### The metal 1 layer, run 1

Scale: 4 px per µm. Supply wires on this layer in grey. Cells faint in the background.
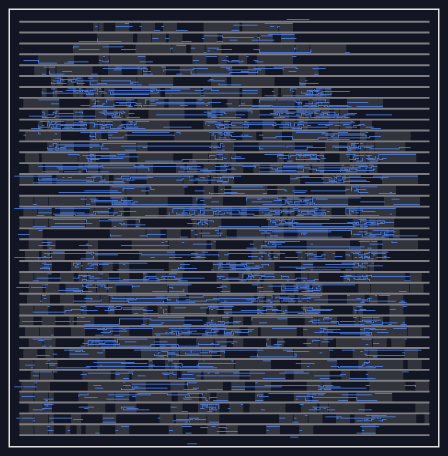
### Signal wires on met2, run 1

Scale: 4 px per µm.
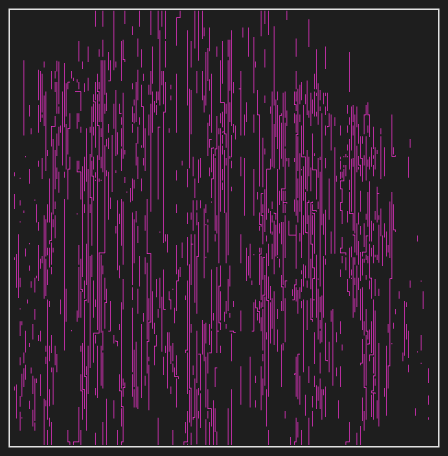
### M3 wires, run 1

Scale: 4 px per µm. Cells faint in the background.
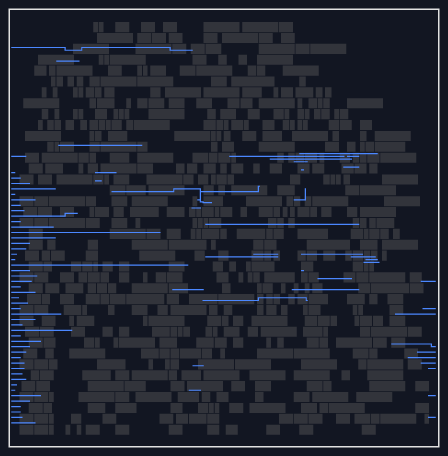
**src/rtl/rram_pulse_seq.sv**
```systemverilog
// rram_pulse_seq -- Wishbone-controlled RRAM program/read pulse sequencer.
//
// A CTRL write with start=1 launches one operation (SET, RESET or READ) on
// one of four cells.  The FSM steps SETUP -> PULSE -> SETTLE -> SENSE ->
// CHECK -> DONE.  READ skips the pulse entirely.  DONE raises irq_o for one
// cycle and records done/pass/rd_val/tries in STATUS.
//
// Optional build macro: RRAM_VERIFY_EN
//   defined   : a failed CHECK loops back to SETUP while tries < MAXTRY
//               (program-and-verify).
//   undefined : a single pulse per start; MAXTRY reads as 0.
//
// Register window (ADR_BASE, 16 bytes, word offsets):
//   0x0 CTRL   (W)  op[1:0] cell[3:2] start[8]
//   0x4 TIMING (RW) pw[15:0] settle[23:16]
//   0x8 STATUS (R)  busy[0] done[1] pass[2] rd_val[3] tries[11:4]
//   0xC MAXTRY (RW) [7:0]
//
// Ports:
//   wb_clk_i, wb_rst_i      clock, async active-high reset
//   wbs_*                   Wishbone slave (single-cycle registered ack)
//   cell_sel_o              one-hot cell select
//   wl_en_o/bl_en_o/sl_en_o word/bit/source-line drivers
//   sense_en_o, sense_i     sense-amp enable and async comparator output
//   busy_o, irq_o           busy level, completion pulse
//
// MAX_PW_W must be <= 16 (the pw field is 16 bits wide).
module rram_pulse_seq #(
  parameter logic [31:0] ADR_BASE = 32'h3000_0000,
  parameter int          MAX_PW_W = 16
) (
  input  logic        wb_clk_i,
  input  logic        wb_rst_i,
  input  logic        wbs_cyc_i,
  input  logic        wbs_stb_i,
  input  logic        wbs_we_i,
  input  logic [3:0]  wbs_sel_i,
  input  logic [31:0] wbs_adr_i,
  input  logic [31:0] wbs_dat_i,
  output logic        wbs_ack_o,
  output logic [31:0] wbs_dat_o,
  output logic [3:0]  cell_sel_o,
  output logic        wl_en_o,
  output logic        bl_en_o,
  output logic        sl_en_o,
  output logic        sense_en_o,
  input  logic        sense_i,
  output logic        busy_o,
  output logic        irq_o
);

  typedef enum logic [2:0] {
    S_IDLE, S_SETUP, S_PULSE, S_SETTLE, S_SENSE, S_CHECK, S_DONE
  } state_t;

  localparam logic [1:0] OP_SET  = 2'b01;
  localparam logic [1:0] OP_RST  = 2'b10;
  localparam logic [1:0] OP_READ = 2'b11;

  // One counter serves pulse width, settle time and sense length.
  localparam int CNT_W = (MAX_PW_W > 8) ? MAX_PW_W : 8;

  state_t state, state_n;
  logic [CNT_W-1:0] cnt, cnt_n;

  logic [1:0]          op_q;
  logic [1:0]          cell_q;
  logic [MAX_PW_W-1:0] pw_q;
  logic [7:0]          settle_q;
  logic [7:0]          tries;
  logic                done_q, pass_q, rd_val_q;
  logic                sense_s1, sense_s2;
  logic                pass_now;

  // ---------------- Wishbone decode ----------------
  logic       hit, req, wr;
  logic [1:0] off;
  logic       start;

  assign hit = (wbs_adr_i[31:4] == ADR_BASE[31:4]);
  // ack high blocks a second decode of the same request
  assign req = wbs_cyc_i & wbs_stb_i & hit & ~wbs_ack_o;
  assign wr  = req & wbs_we_i;
  assign off = wbs_adr_i[3:2];

  // op lives in byte 0 and start in byte 1: both lanes must be written.
  assign start = wr && (off == 2'd0) && wbs_sel_i[0] && wbs_sel_i[1] &&
                 wbs_dat_i[8] && (wbs_dat_i[1:0] != 2'b00) && (state == S_IDLE);

  logic unused_bits;
  assign unused_bits = ^{wbs_adr_i[1:0], wbs_dat_i[31:24], wbs_sel_i[3]};

  // ---------------- TIMING / MAXTRY registers ----------------
  logic [15:0] pw_wr;
  always_comb begin
    pw_wr = 16'(pw_q);
    if (wbs_sel_i[0]) pw_wr[7:0]  = wbs_dat_i[7:0];
    if (wbs_sel_i[1]) pw_wr[15:8] = wbs_dat_i[15:8];
  end

  always_ff @(posedge wb_clk_i or posedge wb_rst_i) begin
    if (wb_rst_i) begin
      pw_q     <= MAX_PW_W'(10);
      settle_q <= 8'd4;
    end else if (wr && off == 2'd1) begin
      pw_q <= pw_wr[MAX_PW_W-1:0];
      if (wbs_sel_i[2]) settle_q <= wbs_dat_i[23:16];
    end
  end

`ifdef RRAM_VERIFY_EN
  logic [7:0] maxtry_q;
  always_ff @(posedge wb_clk_i or posedge wb_rst_i) begin
    if (wb_rst_i)                                  maxtry_q <= 8'd8;
    else if (wr && off == 2'd3 && wbs_sel_i[0])    maxtry_q <= wbs_dat_i[7:0];
  end
`endif

  // ---------------- read mux / ack ----------------
  logic [31:0] rdata;
  always_comb begin
    rdata = 32'h0;
    case (off)
      2'd1: rdata = {8'h00, settle_q, 16'(pw_q)};
      2'd2: rdata = {20'h0, tries, rd_val_q, pass_q, done_q, busy_o};
`ifdef RRAM_VERIFY_EN
      2'd3: rdata = {24'h0, maxtry_q};
`endif
      default: rdata = 32'h0;  // CTRL is write-only
    endcase
  end

  always_ff @(posedge wb_clk_i or posedge wb_rst_i) begin
    if (wb_rst_i) begin
      wbs_ack_o <= 1'b0;
      wbs_dat_o <= 32'h0;
    end else begin
      wbs_ack_o <= req;
      wbs_dat_o <= (req && !wbs_we_i) ? rdata : 32'h0;
    end
  end

  // ---------------- sense synchronizer ----------------
  always_ff @(posedge wb_clk_i or posedge wb_rst_i) begin
    if (wb_rst_i) begin
      sense_s1 <= 1'b0;
      sense_s2 <= 1'b0;
    end else begin
      sense_s1 <= sense_i;
      sense_s2 <= sense_s1;
    end
  end

  // ---------------- FSM ----------------
  always_comb begin
    case (op_q)
      OP_SET:  pass_now = rd_val_q;
      OP_RST:  pass_now = ~rd_val_q;
      default: pass_now = 1'b1;
    endcase
  end

  always_ff @(posedge wb_clk_i or posedge wb_rst_i) begin
    if (wb_rst_i) begin
      state <= S_IDLE;
      cnt   <= '0;
    end else begin
      state <= state_n;
      cnt   <= cnt_n;
    end
  end

  always_comb begin
    state_n = state;
    cnt_n   = cnt;
    case (state)
      S_IDLE: if (start) state_n = S_SETUP;
      S_SETUP: begin
        if (op_q == OP_READ) begin
          state_n = S_SENSE;
          cnt_n   = CNT_W'(2);
        end else begin
          // count down to zero: pw=0 still gives one pulse cycle
          state_n = S_PULSE;
          cnt_n   = (pw_q == '0) ? '0 : CNT_W'(pw_q) - CNT_W'(1);
        end
      end
      S_PULSE: begin
        if (cnt == '0) begin
          if (settle_q == 8'd0) begin
            state_n = S_SENSE;
            cnt_n   = CNT_W'(2);
          end else begin
            state_n = S_SETTLE;
            cnt_n   = CNT_W'(settle_q) - CNT_W'(1);
          end
        end else cnt_n = cnt - CNT_W'(1);
      end
      S_SETTLE: begin
        if (cnt == '0) begin
          state_n = S_SENSE;
          cnt_n   = CNT_W'(2);
        end else cnt_n = cnt - CNT_W'(1);
      end
      S_SENSE: begin
        if (cnt == '0) state_n = S_CHECK;
        else           cnt_n   = cnt - CNT_W'(1);
      end
      S_CHECK: begin
`ifdef RRAM_VERIFY_EN
        if (!pass_now && tries < maxtry_q) state_n = S_SETUP;
        else                               state_n = S_DONE;
`else
        state_n = S_DONE;
`endif
      end
      S_DONE:  state_n = S_IDLE;
      default: state_n = S_IDLE;
    endcase
  end

  // ---------------- operation / status registers ----------------
  always_ff @(posedge wb_clk_i or posedge wb_rst_i) begin
    if (wb_rst_i) begin
      op_q     <= 2'b00;
      cell_q   <= 2'b00;
      tries    <= 8'd0;
      done_q   <= 1'b0;
      pass_q   <= 1'b0;
      rd_val_q <= 1'b0;
    end else begin
      if (start) begin
        op_q   <= wbs_dat_i[1:0];
        cell_q <= wbs_dat_i[3:2];
        done_q <= 1'b0;
        tries  <= 8'd0;
      end
      // SETUP always hands off to PULSE for SET/RESET, so count here
      if (state == S_SETUP && op_q != OP_READ && tries != 8'hFF)
        tries <= tries + 8'd1;
      if (state == S_SENSE && cnt == '0) rd_val_q <= sense_s2;
      if (state == S_CHECK)              pass_q   <= pass_now;
      if (state == S_DONE)               done_q   <= 1'b1;
    end
  end

  // ---------------- outputs ----------------
  // Decoded straight from state so reset kills the drivers immediately.
  always_comb begin
    cell_sel_o = 4'b0000;
    wl_en_o    = 1'b0;
    bl_en_o    = 1'b0;
    sl_en_o    = 1'b0;
    sense_en_o = 1'b0;
    irq_o      = 1'b0;
    busy_o     = (state != S_IDLE);
    case (state)
      S_SETUP, S_PULSE: begin
        cell_sel_o = 4'b0001 << cell_q;
        bl_en_o    = (op_q == OP_SET);
        sl_en_o    = (op_q == OP_RST);
        wl_en_o    = (state == S_PULSE);
      end
      S_SETTLE, S_CHECK: cell_sel_o = 4'b0001 << cell_q;
      S_SENSE: begin
        cell_sel_o = 4'b0001 << cell_q;
        sense_en_o = 1'b1;
      end
      S_DONE:  irq_o = 1'b1;
      default: ;
    endcase
  end

endmodule

```
**config.mk**
```make
export PLATFORM = sky130hd
export DESIGN_NAME = rram_pulse_seq
export DESIGN_NICKNAME = d
export VERILOG_FILES = /design/src/rtl/rram_pulse_seq.sv
export SDC_FILE = /design/constraint.sdc
export NUM_CORES = 1
export LEC_CHECK = 0
export CORE_AREA = 2 2 105 107
export CTS_CLUSTER_DIAMETER = 30
export DETAILED_ROUTE_END_ITERATION = 8
export DIE_AREA = 0 0 107 109
export PLACE_DENSITY_LB_ADDON = 0.1
export SETUP_SLACK_MARGIN = 0.15
export SLEW_MARGIN = 10
export SYNTH_ARGS = -nofsm -noshare
export SYNTH_HDL_FRONTEND = slang
export SYNTH_SLANG_ARGS = --single-unit
```
**constraint.sdc**
```tcl
create_clock -name wb_clk_i -period 2.6 [get_ports wb_clk_i]
set_input_delay 0.52 -clock wb_clk_i [delete_from_list [all_inputs] [get_ports wb_clk_i]]
set_output_delay 0.52 -clock wb_clk_i [all_outputs]
set_load 0.02 [all_outputs]
```
==> results.py, run 1 <==
# Generated from Yosys and OpenROAD reports
metrics = {
    "logic_synthesis": {
        "synth.most_common_cell": "dfrtp_1",
        "async_reset_ff_share_pct": 100,
        "yosysTopAreaCell": "dfrtp_1",
        "ys_chip_area_um2": 4620,
        "common_cells": "82 x dfrtp_1, 42 x nor2_1, 34 x o21ai_0",
        "ys_sh_aoi_pct": 15.0,
        "ys_sh_adder_pct": 2.71,
        "synth_warnings": 0,
    },
    "finish": {
        "n_antenna_cell": 0,
        "largest_cell_class": "combinational gates",
        "fill_cells": 918,
        "buffers": 125,
        "finalNetCount": 656,
        "comb_area_share_pct": 37.7,
        "clkbuf_count": 10,
    },
    "routing": {
        "drc_errors": 0,
        "routedWlPerCell_um": 16.0,
    },
    "critical_path": {
        "arrival_ps": 1860,
        "endpoint": "cell_sel_o[3]",
        "max_stage_delay_ps": 420,
        "r2r_end": "cnt[7]",
    },
    "grt": {
        "met2_usage_pct": 36.7,
        "busiest_layer": "met2",
    },
    "pwr": {
        "power_switching_uw": 720,
        "clk-power_uw": 1040,
        "sw_frac_of_total_pct": 25.7,
        "pg_comb_uw": 404,
    },
    "clock_network": {
        "clock-root-buffer": "clkbuf_8",
        "numClockSinks": 85,
    },
    "timing": {
        "fin_crit_sh_pct": 91.6,
        "slew_viol_final": 0,
        "hold_viol_final": 0,
    },
    "floorplanning": {
        "fp_util_pct": 43.6,
    },
    "status": {
        "status": "finished clean",
    },
}
-- 'The metal 1 layer' (at the start) --
- longest straight run: 32.2 µm
- share of all routed wire: 43%
Vias: 3899
WL final: 11500 µm
grt met1 use: 26.8%

-- 'Signal wires on met2' (at the start) --
- main direction: vertical
- nets with wire on the layer: 562
- share of all routed wire: 50%
- wire length on this layer: 5720 µm

-- 'M3 wires' (at the start) --
- share of all routed wire: 6.1%
- main direction: horizontal
met3 Usage GRT: 4.84%

## Run 2: what changed since run 1
==> config.mk (replaced) <==
export PLATFORM = sky130hd
export DESIGN_NAME = rram_pulse_seq
export DESIGN_NICKNAME = d
export VERILOG_FILES = /design/src/rtl/rram_pulse_seq.sv
export SDC_FILE = /design/constraint.sdc
export NUM_CORES = 1
export LEC_CHECK = 0
export CORE_AREA = 2 2 111 113
export CTS_CLUSTER_DIAMETER = 30
export DETAILED_ROUTE_END_ITERATION = 8
export DIE_AREA = 0 0 113 115
export PLACE_DENSITY_LB_ADDON = 0.1
export SETUP_SLACK_MARGIN = 0.15
export SYNTH_ARGS = -nofsm -noshare
export SYNTH_HDL_FRONTEND = slang
export SYNTH_SLANG_ARGS = --single-unit
==> results.py, run 2 <==
# Generated from Yosys and OpenROAD reports
metrics = {
    "grt": {
        "met2_usage_pct": 31.7,
        "busiest_layer": "met2",
    },
    "floorplanning": {
        "fp_util_pct": 39.1,
    },
    "clock_network": {
        "clock-root-buffer": "clkbuf_16",
        "numClockSinks": 85,
    },
    "status": {
        "status": "finished with violations",
        "violations": "design-rule violations",
    },
    "finish": {
        "largest_cell_class": "combinational gates",
        "clkbuf_count": 10,
        "comb_area_share_pct": 37.2,
        "buffers": 126,
        "finalNetCount": 657,
        "fill_cells": 1081,
    },
    "routing": {
        "routedWlPerCell_um": 16.2,
        "drc_errors": 2,
    },
    "critical_path": {
        "max_stage_delay_ps": 450,
    },
    "logic_synthesis": {
        "ys_chip_area_um2": 4620,
        "async_reset_ff_share_pct": 100,
        "common_cells": "82 x dfrtp_1, 42 x nor2_1, 34 x o21ai_0",
    },
    "timing": {
        "fin_crit_sh_pct": 92.1,
        "hold_viol_final": 0,
    },
    "pwr": {
        "sw_frac_of_total_pct": 24.6,
    },
}
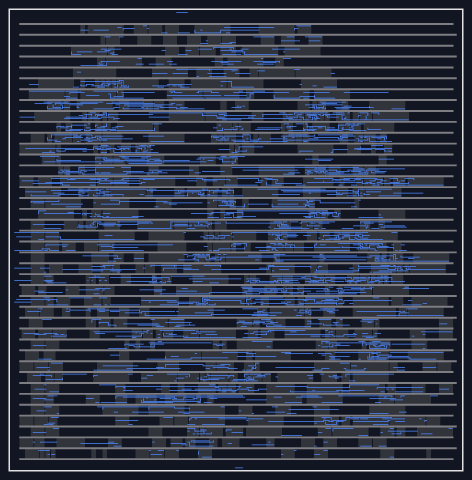
*The metal 1 layer, run 2*
Scale: 4 px per µm. Supply wires on this layer in grey. Cells faint in the background.
- nets with wire on the layer: 563
- longest straight run: 34.0 µm
grt met1 use: 24.0%
Vias: 3829
WL final: 11800 µm

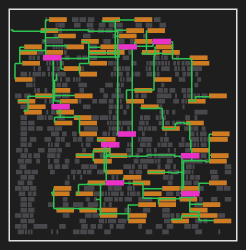
*Clock distribution, run 2*
Scale: 2 px per µm.
- flip-flops: orange (count 85)
- clock drivers: magenta (count 9)
- clock wires: green (length 1140 µm)
- routed clock nets: 10
- flops lie: all over the die
clk_skew: 9.16 ps
clock network power share: 44.2%
Power Clock: 1400 µW
Late-Pin Clk Latency: 340 ps

Power and IR drop assume default switching activity.
